$ cat src/rtl/alu_share_arbiter.sv
// alu_share_arbiter: shares one combinational ALU between two requesters.
// Round-robin arbitration, one operation in flight, MUL held on the ALU for
// MUL_LATENCY cycles so the multiplier path can be multicycle-constrained.
//
// state | meaning
// IDLE  | no operation in flight; ready offered to the current winner
// EXEC  | latched operands driven onto the ALU, hold counter running down
// RESP  | result held on the granted response channel until it is taken
module alu_share_arbiter #(
    parameter int WIDTH       = 32,
    parameter int MUL_LATENCY = 3
) (
    input  logic             clk_i,
    input  logic             rst_i,

    input  logic             req0_valid_i,
    output logic             req0_ready_o,
    input  logic [WIDTH-1:0] req0_data0_i,
    input  logic [WIDTH-1:0] req0_data1_i,
    input  logic [2:0]       req0_ctrl_i,

    input  logic             req1_valid_i,
    output logic             req1_ready_o,
    input  logic [WIDTH-1:0] req1_data0_i,
    input  logic [WIDTH-1:0] req1_data1_i,
    input  logic [2:0]       req1_ctrl_i,

    output logic             resp0_valid_o,
    input  logic             resp0_ready_i,
    output logic [WIDTH-1:0] resp0_data_o,
    output logic             resp0_zero_o,
    output logic             resp0_err_o,

    output logic             resp1_valid_o,
    input  logic             resp1_ready_i,
    output logic [WIDTH-1:0] resp1_data_o,
    output logic             resp1_zero_o,
    output logic             resp1_err_o,

    output logic [WIDTH-1:0] alu_data0_o,
    output logic [WIDTH-1:0] alu_data1_o,
    output logic [2:0]       alu_ctrl_o,
    input  logic [WIDTH-1:0] alu_data_i,
    input  logic             alu_zero_i,

    output logic             busy_o
);

    localparam logic [2:0] OP_MUL       = 3'b010;
    localparam logic [2:0] OP_LAST      = 3'b100;
    localparam logic [3:0] MUL_CNT_INIT = 4'(MUL_LATENCY - 1);

    typedef enum logic [1:0] {
        ST_IDLE = 2'd0,
        ST_EXEC = 2'd1,
        ST_RESP = 2'd2
    } state_t;

    state_t           state_q;
    logic             ptr_q;
    logic             grant_q;
    logic [3:0]       cnt_q;
    logic [WIDTH-1:0] alu_a_q;
    logic [WIDTH-1:0] alu_b_q;
    logic [2:0]       alu_ctrl_q;
    logic [WIDTH-1:0] res_data_q;
    logic             res_zero_q;
    logic             res_err_q;
    logic             resp0_valid_q;
    logic             resp1_valid_q;
    logic             busy_q;

    logic             win_d;
    logic             accept_d;
    logic             sel_invalid_d;
    logic             resp_take_d;
    logic [WIDTH-1:0] sel_a_d;
    logic [WIDTH-1:0] sel_b_d;
    logic [2:0]       sel_ctrl_d;

    // Winner: a lone requester takes the ALU, a tie goes to the pointer.
    always_comb begin
        win_d = ptr_q;
        if (req0_valid_i && !req1_valid_i) begin
            win_d = 1'b0;
        end else if (req1_valid_i && !req0_valid_i) begin
            win_d = 1'b1;
        end
    end

    // Ready is only raised toward a requester that is asking, and never while
    // reset is held, so a quiet or resetting block shows no ready at all.
    assign req0_ready_o = (state_q == ST_IDLE) && !rst_i && req0_valid_i && !win_d;
    assign req1_ready_o = (state_q == ST_IDLE) && !rst_i && req1_valid_i &&  win_d;
    assign accept_d     = req0_ready_o || req1_ready_o;

    // Operand/op mux from the winning request channel.
    always_comb begin
        sel_a_d    = req0_data0_i;
        sel_b_d    = req0_data1_i;
        sel_ctrl_d = req0_ctrl_i;
        if (win_d) begin
            sel_a_d    = req1_data0_i;
            sel_b_d    = req1_data1_i;
            sel_ctrl_d = req1_ctrl_i;
        end
    end

    assign sel_invalid_d = (sel_ctrl_d > OP_LAST);
    assign resp_take_d   = grant_q ? resp1_ready_i : resp0_ready_i;

    // Sequencer: arbitration, ALU hold window, response hold; all outputs registered.
    always_ff @(posedge clk_i or posedge rst_i) begin
        if (rst_i) begin
            state_q       <= ST_IDLE;
            ptr_q         <= 1'b0;
            grant_q       <= 1'b0;
            cnt_q         <= 4'd0;
            alu_a_q       <= '0;
            alu_b_q       <= '0;
            alu_ctrl_q    <= 3'b000;
            res_data_q    <= '0;
            res_zero_q    <= 1'b0;
            res_err_q     <= 1'b0;
            resp0_valid_q <= 1'b0;
            resp1_valid_q <= 1'b0;
            busy_q        <= 1'b0;
        end else begin
            case (state_q)
                ST_IDLE: begin
                    if (accept_d) begin
                        grant_q <= win_d;
                        ptr_q   <= ~win_d;
                        busy_q  <= 1'b1;
                        if (sel_invalid_d) begin
                            // Bad op codes never reach the ALU; answer with err at once.
                            res_data_q    <= '0;
                            res_zero_q    <= 1'b0;
                            res_err_q     <= 1'b1;
                            resp0_valid_q <= ~win_d;
                            resp1_valid_q <= win_d;
                            state_q       <= ST_RESP;
                        end else begin
                            alu_a_q    <= sel_a_d;
                            alu_b_q    <= sel_b_d;
                            alu_ctrl_q <= sel_ctrl_d;
                            cnt_q      <= (sel_ctrl_d == OP_MUL) ? MUL_CNT_INIT : 4'd0;
                            state_q    <= ST_EXEC;
                        end
                    end
                end
                ST_EXEC: begin
                    if (cnt_q == 4'd0) begin
                        res_data_q    <= alu_data_i;
                        res_zero_q    <= alu_zero_i;
                        res_err_q     <= 1'b0;
                        alu_a_q       <= '0;
                        alu_b_q       <= '0;
                        alu_ctrl_q    <= 3'b000;
                        resp0_valid_q <= ~grant_q;
                        resp1_valid_q <= grant_q;
                        state_q       <= ST_RESP;
                    end else begin
                        cnt_q <= cnt_q - 4'd1;
                    end
                end
                ST_RESP: begin
                    if (resp_take_d) begin
                        resp0_valid_q <= 1'b0;
                        resp1_valid_q <= 1'b0;
                        busy_q        <= 1'b0;
                        state_q       <= ST_IDLE;
                    end
                end
                default: begin
                    state_q <= ST_IDLE;
                end
            endcase
        end
    end

    assign resp0_valid_o = resp0_valid_q;
    assign resp1_valid_o = resp1_valid_q;
    assign resp0_data_o  = res_data_q;
    assign resp1_data_o  = res_data_q;
    assign resp0_zero_o  = res_zero_q;
    assign resp1_zero_o  = res_zero_q;
    assign resp0_err_o   = res_err_q;
    assign resp1_err_o   = res_err_q;
    assign alu_data0_o   = alu_a_q;
    assign alu_data1_o   = alu_b_q;
    assign alu_ctrl_o    = alu_ctrl_q;
    assign busy_o        = busy_q;

endmodule

$ cat config.mk
export PLATFORM = sky130hd
export DESIGN_NAME = alu_share_arbiter
export DESIGN_NICKNAME = d
export VERILOG_FILES = /design/src/rtl/alu_share_arbiter.sv
export SDC_FILE = /design/constraint.sdc
export NUM_CORES = 1
export LEC_CHECK = 0
export CORE_AREA = 2 2 123 125
export CTS_BUF_LIST = sky130_fd_sc_hd__clkbuf_8
export DETAILED_ROUTE_END_ITERATION = 10
export DIE_AREA = 0 0 125 127
export PLACE_DENSITY = 0.84
export REMOVE_ABC_BUFFERS = 1
export SYNTH_ARGS = -nofsm -noshare
export SYNTH_HDL_FRONTEND = slang
export SYNTH_SLANG_ARGS = --single-unit
$ cat constraint.sdc
create_clock -name clk_i -period 6.4 [get_ports clk_i]
set_clock_uncertainty 0.05 [all_clocks]
set_input_delay 0.96 -clock clk_i [delete_from_list [all_inputs] [get_ports clk_i]]
set_output_delay 0.96 -clock clk_i [all_outputs]
set_load 0.01 [all_outputs]
Figure 1. PDN straps and rails (run 1).
The bar under the picture is 50 microns long. Pins as bars on the die edge.
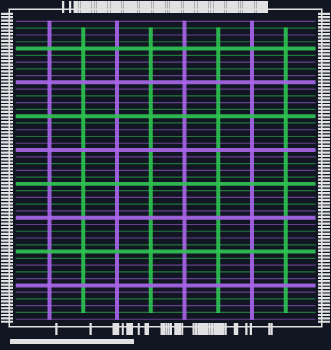
color	net
purple	VSS
green	VDD
met4 straps	8
met1 rails	45
signal pins	313
met5 straps	8
Die W: 125 microns
area of the core: 14400 sq um
Worst VDD drop: 0.264 mV

Figure 2. Placement by cell class (run 1).
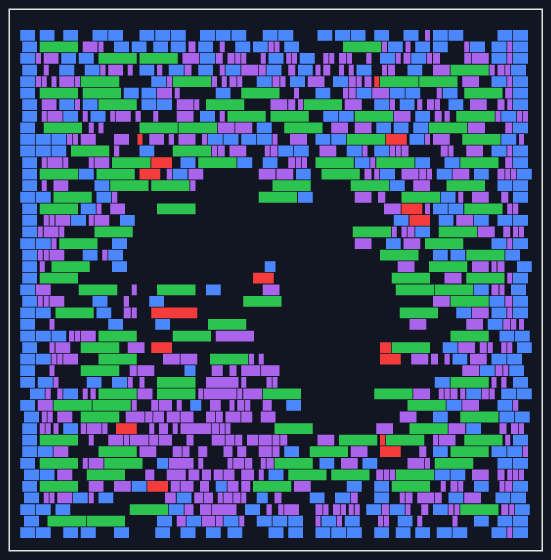
color	class	cells	share of their area
blue	other buffers and delay cells	318	35%
purple	all other logic	458	32%
red	clock drivers and dummy loads	16	2.2%
green	flip-flops	112	31%

==> qor.yml, run 1 <==
global_route:
  grt_max_degree: 64
  grt_pass1_wl_microns: 27900
  grt_util_met3_pct: 6.32
  use_met1_pct: 24.9
  grt_pass1_vias: 5450
  antenna_found_initial: 0
  grt_use_met2_pct: 39.1
  track_usage_pct: 21.8
  overflow: 0
power:
  p_int_uw: 2550
  combPwrFrac_pct: 58.1
  p_seq_uw: 1270
  swShare_pct: 37.6
  power_frac_seq_pct: 31.3
  power_leakage_uw: 0.00386
  power.density_nw_per_um2: 441
  top_power_group: "combinational logic"
  pwr-share-clk_pct: 10.7
  p_clk_uw: 435
  p_switching_uw: 1530
min_path:
  hp-class: "flop to flop"
  min_from: "alu_data1_o[25]"
  worstHoldPathCells: 1
  hold_end: "alu_data1_o[25]"
floorplan:
  ioPinCount: 313
  rows: 44
  fp-utilization_pct: 42.0
  die_area_sq_um: 15900
detailed_routing:
  drt_iter0_markers: 277
  num_vias: 5396
  post-route-drc-count: 0
  wl_per_cell_microns: 16.5
  wirelength_microns: 17900
  wl_met3_microns: 1590
  dr_wl_met2_microns: 8950
  postRouteAntennaNets: 0
  dr.pass1.iters: 4
  top_layer: "met4"
  wl_met1_microns: 6900
synthesis:
  yosysTopAreaCellShare_pct: 46.2
  async_flop_share_pct: 100
  yosysSeqAreaShare_pct: 46.2
  simple_gate_area_share_pct: 13.4
  yosys-stat-area_sq_um: 6060
  edf_count: 0
  synth_warnings: 0
  ys.flops: 112
  synth_adder_area_share_pct: 1.24
  synthTopCellsByArea: "dfrtp_1 (46%), nand2_1 (10%), mux2_2 (7.2%)"
  synth-xor-area-share_pct: 0
  ys_sh_mux_pct: 18.7
  yosysTopAreaCell: "dfrtp_1"
  flop_cell: "dfrtp_1"
  ys_sh_aoi_pct: 10.0
  syn-cell-area_sq_um: 6060
  ys_cells: 641
  syn_inst: 641
  logic_family: "multiplexers"
  syn_avg_cell_area_sq_um: 9.46
cts:
  clk_pin_slew_worst_paths_ns: 0.10
  insertion_delay_ns: 0.37
  postCtsSetupBuffers: 0
  clock_sinks: 112
  cts_resized: 0
  clock-root-buffer: "clkbuf_8"
  htreeDepth: 3
  cts_tree: "yes"
  cts_buffers: 9
  holdBufCountCts: 0
final_layout:
  antenna_cells: 0
  layout_top_cell: "clkdlybuf4s50_1"
  finalNonFillerCells: 1088
  final_nets: 1078
  final_layout_size_suffix_gt1_share_pct: 7.52
  lay_top_cells: "clkdlybuf4s50_1 (312), nand2_1 (167), dfrtp_1 (112)"
  flow.area_growth_from_synthesis_pct: 52.7
  fin_area_sq_um: 9260
  final_util_pct: 64.2
critical_path:
  critPathBufInv: 4
  reg2reg_to: "alu_data0_o[28]"
  cpLargestDelayFamily: "buffers and inverters"
  reg2reg_depth: 9
  ff2ff_setup_slack_ns: 2.48
  path_cells: "inv_1, ha_4, buf_4, inv_1, mux2i_1, nand2_1, a31oi_4, buf_4, mux2_2"
  required_ns: 6.61
  cpMaxStageDelayCell: "buf_4"
  setup.worst_path.start: "state_q[1]"
  cp.depth: 9
  path_class: "flop to flop"
  critPathMaxFanout: 62
  cp.arrival_ns: 4.12
  cp-start-kind: "flop"
  max_stage_delay_ns: 0.68
  critPathCapture: "alu_data0_o[28]"
  r2r-start: "state_q[1]"
  cp-end-kind: "flop"
sta:
  fin_ws_ns: 2.48
  setup-violations-final: 0
  maxSlewViolCount: 0
  worst_pin_slew_ns: 0.821
  clock.fmax_ghz: 0.255
  finalCriticalPeriod_ns: 3.92
  rsz0062_at_grt: "false"
  hold_violations: 0
  period_used_pct: 61.2
place:
  io_buffers: 312
  dp.cells: 1072
  placed_cell_area_sq_um: 9060
  gp_congestion: 0.856
  post-dp-hpwl_microns: 13300
run:
  tool_warnings: 29
outcome:
  status: "complete, no violations"
Figure 3. Clock wires, drivers and flops (run 1).
The bar under the picture is 50 microns long.
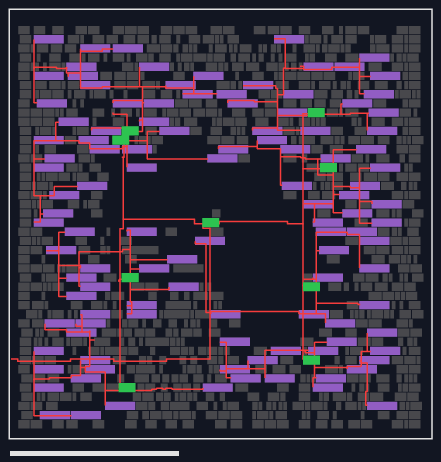
[purple] flip-flops | count: 112
[green] cells driving clock nets | count: 9
[red] clock wires | length: 1410 microns
flops lie	widely spread

## run 1: cells in the mapped netlist (2+ instances only)
library cell / number
a21o_1: 2
mux2_2: 39
clkbuf_1: 26
nor2_1: 7
o21ai_0: 2
a211oi_1: 3
a2bb2oi_1: 2
nor3_1: 2
buf_2: 3
ha_1: 6
buf_6: 7
nand2b_1: 4
or3_1: 3
nand4_1: 2
mux2i_1: 37
dfrtp_1: 112
nand2_1: 167
o22ai_1: 5
a21oi_1: 71
mux2_1: 29
o221ai_1: 2
nor2b_1: 2
o311ai_0: 2
buf_4: 35
inv_1: 46
nand3_1: 6
## run 1: layout make-up
cell class,count,area [sq um]
clock buffers,11,151
clock inverters,5,48.8
fillers,1170,5160
inverters,46,175
multi-input cells,412,2680
flip-flops and latches,112,2800
well taps,184,230
repair buffers,318,3170
Figure 4. Wiring by layer (run 1).
The bar under the picture is 50 microns long.
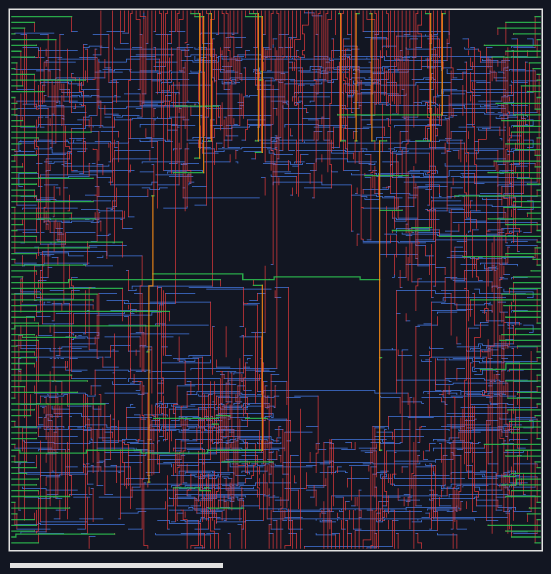

--- run 2 (diff from run 1) ---
CORE_AREA = not set   (was 2 2 123 125)
CORE_UTILIZATION = 41   (was not set)
DIE_AREA = not set   (was 0 0 125 127)
PLACE_DENSITY = 0.83   (was 0.84)
clock period = 3.67 ns   (was 6.4 ns; I/O delays follow)
Figure 5. Wiring by layer (run 2).
The bar under the picture is 20 microns long.
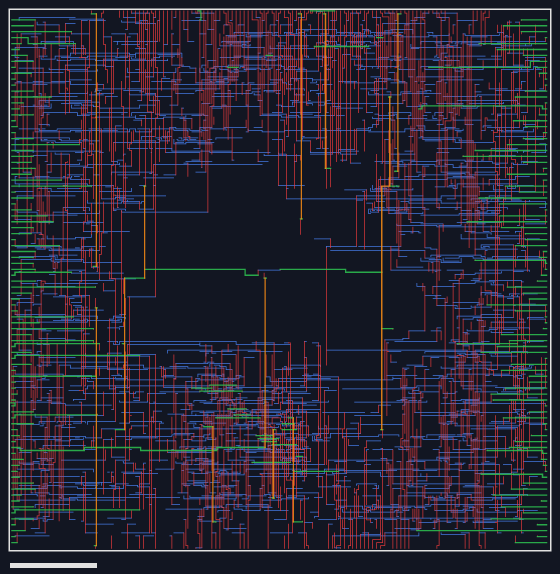
color	layer	wire length
red	met2	8620 microns
green	met3	1410 microns
blue	met1	7200 microns
orange	met4	464 microns

==> run 2 against run 1 <==
Cell area up 0.54%; wire length fell by 1.3%; sequential power increased by 75%; largest cell class unchanged; count of clock-buffer cells in the layout up 1; via count increased by 1.6%; clock power grew 63%; combinational power rose by 76%.
==> qor.yml, run 2 <==
critical_path:
  critPathCapture: "req0_ready_o"
  cp.depth: 7  # -2
  max_stage_delay_ns: 0.63  # -0.05 ns
  critPathMaxFanout: 10  # -84%
  cp-start-kind: "flop"
  cpMaxStageDelayCell: "clkdlybuf4s50_1"
  reg2reg_depth: 8  # -1
  path_cells: "inv_1, ha_1, inv_1, nor2_1, nand2_1, a21oi_1, clkdlybuf4s50_1"
  cpLargestDelayFamily: "buffers and inverters"
  cp.arrival_ns: 2.72  # -1.40 ns
  path_class: "flop to primary output"
  required_ns: 3.07  # -3.54 ns
  reg2reg_to: "alu_data0_o[29]"
  critPathBufInv: 3  # -1
  r2r-start: "cnt_q[0]"
  ff2ff_setup_slack_ns: 1.07  # -1.41 ns
sta:
  worst_pin_slew_ns: 1.13  # +0.308 ns
  fin_ws_ns: 0.347  # -2.14 ns
  whs_ns: 0.443
  setup-violations-final: 0  # unchanged
  setup_tns_ns: 0
  clock.fmax_ghz: 0.301
  hold_violations: 0  # unchanged
  finalCriticalPeriod_ns: 3.32
  period_used_pct: 90.5
synthesis:
  simple_gate_area_share_pct: 13.4  # unchanged
  syn-cell-area_sq_um: 6060  # unchanged
  synthTopCellsByArea: "dfrtp_1 (46%), nand2_1 (10%), mux2_2 (7.2%)"
  ys_sh_mux_pct: 18.7  # unchanged
  edf_count: 0  # unchanged
  synth_adder_area_share_pct: 1.24  # unchanged
  yosys-stat-area_sq_um: 6060  # unchanged
  yosysTopAreaCellShare_pct: 46.2  # unchanged
  syn_avg_cell_area_sq_um: 9.46  # unchanged
  ys.flops: 112  # unchanged
  syn_inst: 641  # unchanged
  yosysSeqAreaShare_pct: 46.2  # unchanged
  flop_cell: "dfrtp_1"
  synth_warnings: 0  # unchanged
  common_cells: "nand2_1 (167), dfrtp_1 (112), a21oi_1 (71)"
  yosysTopAreaCell: "dfrtp_1"
  ys_cells: 641  # unchanged
  ys_sh_aoi_pct: 10.0  # unchanged
  async_flop_share_pct: 100  # unchanged
detailed_routing:
  dr_wl_met2_microns: 8620  # -3.8%
  wl_met1_microns: 7200  # +4.4%
  num_vias: 5481  # +1.6%
  postRouteAntennaNets: 0  # unchanged
  wl_met3_microns: 1410  # -11%
  top_layer: "met4"
  drt_iter0_markers: 266  # -4.0%
  wirelength_microns: 17700  # -1.3%
  dr.pass1.iters: 4  # unchanged
  wl_per_cell_microns: 16.2  # -1.6%
run:
  tool_warnings: 31  # +6.9%
outcome:
  status: "complete, no violations"
final_layout:
  flow.area_growth_from_synthesis_pct: 53.5
  final_util_pct: 64.3  # +0.10 points
  lay_top_cells: "clkdlybuf4s50_1 (312), nand2_1 (167), dfrtp_1 (112)"
  fin_area_sq_um: 9310  # +0.54%
  layout_top_cell: "clkdlybuf4s50_1"
  final_layout_size_suffix_gt1_share_pct: 8.05  # +0.53 points
  final_nets: 1082  # +0.37%
  finalNonFillerCells: 1091  # +0.28%
  antenna_cells: 0  # unchanged
cts:
  clock-root-buffer: "clkbuf_8"
  cts_resized: 0  # unchanged
  holdBufCountCts: 0  # unchanged
  htreeDepth: 3  # unchanged
  clock_path_buffers: 2
  cts_tree: "yes"
  postCtsSetupBuffers: 0  # unchanged
  cts_buffers: 9  # unchanged
  clock_sinks: 112  # unchanged
power:
  swShare_pct: 37.7  # +0.13 points
  top_power_group: "combinational logic"
  power.density_nw_per_um2: 764  # +73%
  combPwrFrac_pct: 58.8  # +0.7 points
  ir_drop_mv: 0.423  # +60%
  power_leakage_uw: 0.00388  # +0.55%
  p_int_uw: 4430  # +74%
  power_frac_seq_pct: 31.3  # about the same
  p_seq_uw: 2220  # +75%
floorplan:
  coreArea_sq_um: 14500  # +0.38%
  fp-utilization_pct: 41.9  # -0.16 points
  rows: 44  # unchanged
  ioPinCount: 313  # unchanged
  die_w_microns: 124  # -1.1%
  die_area_sq_um: 15300  # -3.7%
global_route:
  grt_pass1_vias: 5209  # -4.4%
  antenna_found_initial: 0  # unchanged
  grt_pass1_wl_microns: 25800  # -7.3%
  track_usage_pct: 22.2  # +0.38 points
  grt_max_degree: 103  # +61%
min_path:
  hp-class: "flop to flop"
  min_from: "alu_data1_o[28]"
  hold_end: "alu_data1_o[28]"
  worstHoldPathCells: 1  # unchanged
place:
  placed_cell_area_sq_um: 9130  # +0.75%
  post-dp-hpwl_microns: 12900  # -2.4%
  dp.cells: 1076  # +0.37%
  gp_congestion: 0.854  # -0.20%
  io_buffers: 312  # unchanged
Figure 6. Clock wires, drivers and flops (run 2).
The bar under the picture is 20 microns long.
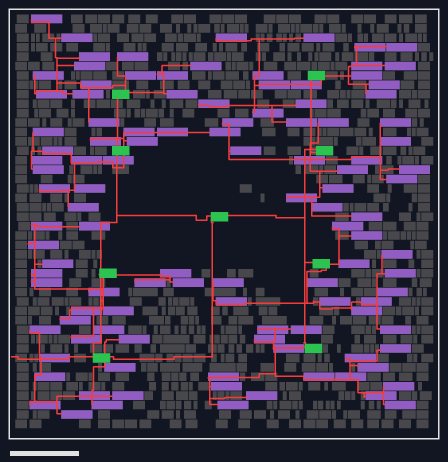
[purple] flip-flops | count: 112
[green] cells driving clock nets | count: 9
[red] clock wires | length: 1380 microns
flops lie	widely spread
routed clock nets	10
Clock group: 710 uW
clk_lat worst skew: 0.37 ns
Clock power frac: 10.0%

## run 2: metal layers
layer	vias to the layer above	GRT usage (%)
met5	-	0
met4	0	9.86
met3	29	4.99
met2	249	38.0
met1	2589	26.6
li1	2614	-
## run 2: final cells by class
class / instances / area [sq um]
Clock buffer: 12 / 165
Fill cell: 1196 / 5170
Sequential cell: 112 / 2800
Multi-Input combinational cell: 412 / 2680
Tap cell: 184 / 230
Clock inverter: 3 / 17.5
Timing Repair Buffer: 322 / 3240
Inverter: 46 / 175
## run 2: cell families after synthesis
logic type | count (synthesis)
AOI/OAI and AO/OA | 101
and+or+nand+nor | 200
DFF | 112
muxes | 105
buffers and inverters | 117
adders and majority gates | 6
Power is estimated from default activity; no workload was simulated.
